Figure 1. Floorplan with the power grid.
Pins as bars on the die edge. Tap cells in grey.
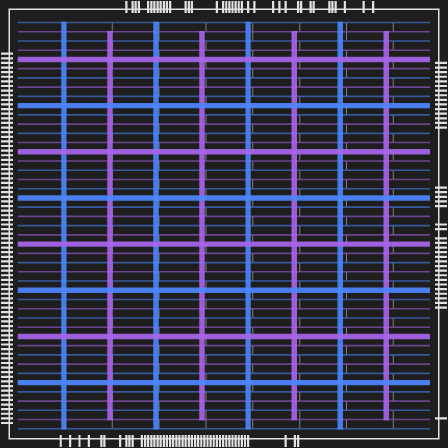
Figure 2. Gate-type map.
The bar under the picture is 50 um long.
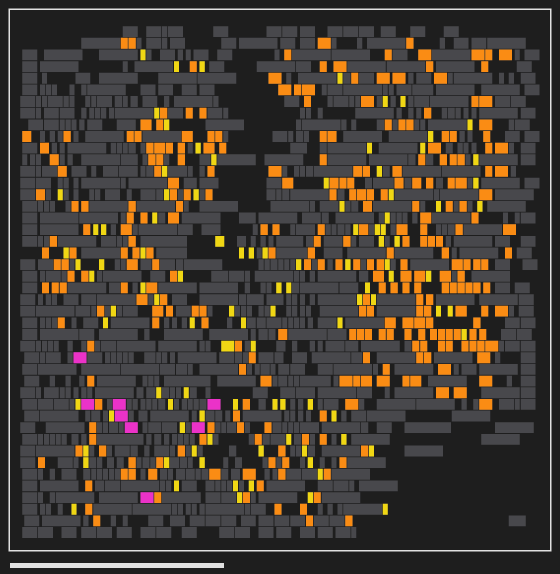
==> config.mk <==
export PLATFORM = sky130hd
export DESIGN_NAME = mem_lsu
export DESIGN_NICKNAME = d
export VERILOG_FILES = /design/src/rtl/mem_lsu_pkg.sv /design/src/rtl/mem_lsu_align.sv /design/src/rtl/mem_lsu.sv
export SDC_FILE = /design/constraint.sdc
export NUM_CORES = 1
export LEC_CHECK = 0
export ABC_AREA = 1
export CAP_MARGIN = 20
export CORE_MARGIN = 2
export CORE_UTILIZATION = 54
export CTS_CLUSTER_SIZE = 30
export DETAILED_ROUTE_END_ITERATION = 8
export HOLD_SLACK_MARGIN = 0.08
export PLACE_DENSITY = 0.94
export SLEW_MARGIN = 5
export SYNTH_ARGS = -nofsm -noshare
export SYNTH_HDL_FRONTEND = slang
export SYNTH_SLANG_ARGS = --single-unit
export TNS_END_PERCENT = 50
==> constraint.sdc <==
create_clock -name clk -period 6.4 [get_ports clk]
set_clock_uncertainty 0.05 [all_clocks]
set_input_delay 0.96 -clock clk [delete_from_list [all_inputs] [get_ports clk]]
set_output_delay 0.96 -clock clk [all_outputs]
set_load 0.05 [all_outputs]
==> results.cfg <==
; generated from flow reports
[worst_setup_path]
worstPathMaxFanout = 25
cp-start-kind = flop
worstRegToRegCells = 8

[synthesis]
edf_count = 0
yosys_area_sq_mm = 0.008049
yosys.area_share.aoi_pct = 20.61
synth-xor-area-share_pct = 0.8705
ys_warn_count = 0
ys_types = 46
syn_area_sq_mm = 0.008049

[final_timing]
fin_crit_ns = 5.192
fin_setup_tns_ns = 0
slew_viol_final = 0
maxSlewHeadroom_pct = 25.37
fin_crit_sh_pct = 81.13
setup_viol = 0
max_freq_ghz = 0.1926

[die]
io_pins = 206
die-area_sq_mm = 0.01590
fp_util_pct = 55.38

[clock_tree]
cts_tree = done
clock_sinks = 137
cts-htree-levels = 4
hold_buffers = 0
cts.clk_slew.worst_paths_ns = 0.06

[route]
vias_per_cell = 5.908
drc = 0

[outcome]
status = completed

[min_path]
min_path_cells = 2

[placed_design]
numPortBuffers = 205
place_hpwl_um = 17890

[cells_and_area]
final_cell_mix = nand2_1 (287), clkdlybuf4s50_1 (204), o21ai_0 (145)
final_util_pct = 73.81

[job]
warning_count = 34

[power_and_ir_drop]
About Figure 1:
- purple: VDD
- blue: VSS
- signal pins: 206
- met5 straps: 8
- tap cells: 184
- met4 straps: 8
Die H: 126.1 um
chip width: 126.1 um
Core ar.: 0.01453 sq mm

About Figure 2:
- magenta: XOR/XNOR gates (cells 8; where bottom left)
- yellow: inverters (cells 101)
- orange: inverting AOI/OAI gates (cells 288; where spread over the die)
post-route insts no fill: 1453
Top cell excl fill/tap: nand2_1
logic share of the area: 36.94%

## cells in the mapped netlist, types with 3 or more instances
cell,n,area [sq um]
nand2_1,287,1077
o21ai_0,145,725.7
dfrtp_1,137,3428
nor2_1,99,371.6
inv_1,93,349.1
a21oi_1,64,320.3
clkbuf_1,32,120.1
nand3_1,32,160.2
o21ai_2,31,271.5
nor3_1,23,115.1
ha_1,11,137.6
buf_6,9,101.4
a211oi_1,8,60.06
a22oi_1,8,60.06
a31oi_1,8,50.05
o22ai_1,8,50.05
buf_2,7,35.03
nand4_1,7,43.79
o31ai_1,7,52.55
nand2_2,6,37.54
nor4_1,6,37.54
xor2_1,6,52.55
nand2_4,5,56.30
nor4_2,5,62.56
clkinv_1,3,11.26
inv_2,3,11.26
o211ai_1,3,22.52
o21ai_1,3,15.01
## metrics by stage
stage	setup WS (ns)	area, sq um	cells	hold WS [ns]
after floorplan	2.202	8049	1078	0.3991
after global placement	1.447	10090	1420	0.4086
after detailed placement	1.341	10090	1420	0.4123
after CTS	1.290	10720	1452	0.4277
after global routing	0.9447	10730	1453	0.4607
final	1.208	10730	1453	0.4284
## critical path, stage by stage (launching register included)
cell             delay [ns]
dfrtp_1                0.90
ha_1                   0.32
fa_1                   0.26
nand2_1                0.11
nor2_1                 0.14
nand2_1                0.16
nor2_1                 0.25
nand3_1                0.19
nor2_1                 0.23
a21oi_1                0.10
nor3_1                 0.23
clkdlybuf4s50_1        0.86
## per-layer routing
| layer | GRT usage, % | share of wire, % |
|---|---|---|
| met3 | 9.728 | 11 |
| met1 | 40.53 | 38 |
| met5 | 0 | 0 |
| met2 | 52.66 | 47 |
| met4 | 15.45 | 3.9 |
## area by class of cell
cell class / count / area [sq um]
Multi-Input combinational cell: 789 / 3963
Fill cell: 1087 / 3806
Sequential cell: 137 / 3428
Timing Repair Buffer: 210 / 2091
Clock buffer: 21 / 460.4
Inverter: 101 / 386.6
Tap cell: 184 / 230.2
Clock inverter: 11 / 168.9
## logic make-up (layout without fill, tap and decap cells)
kind of cell    count (synthesis)  after routing
flops                         137            137
buf+inv                       152            343
compound gates                289            289
fa+ha+maj                      12             12
xor+xnor                        8              8
simple gates                  480            480
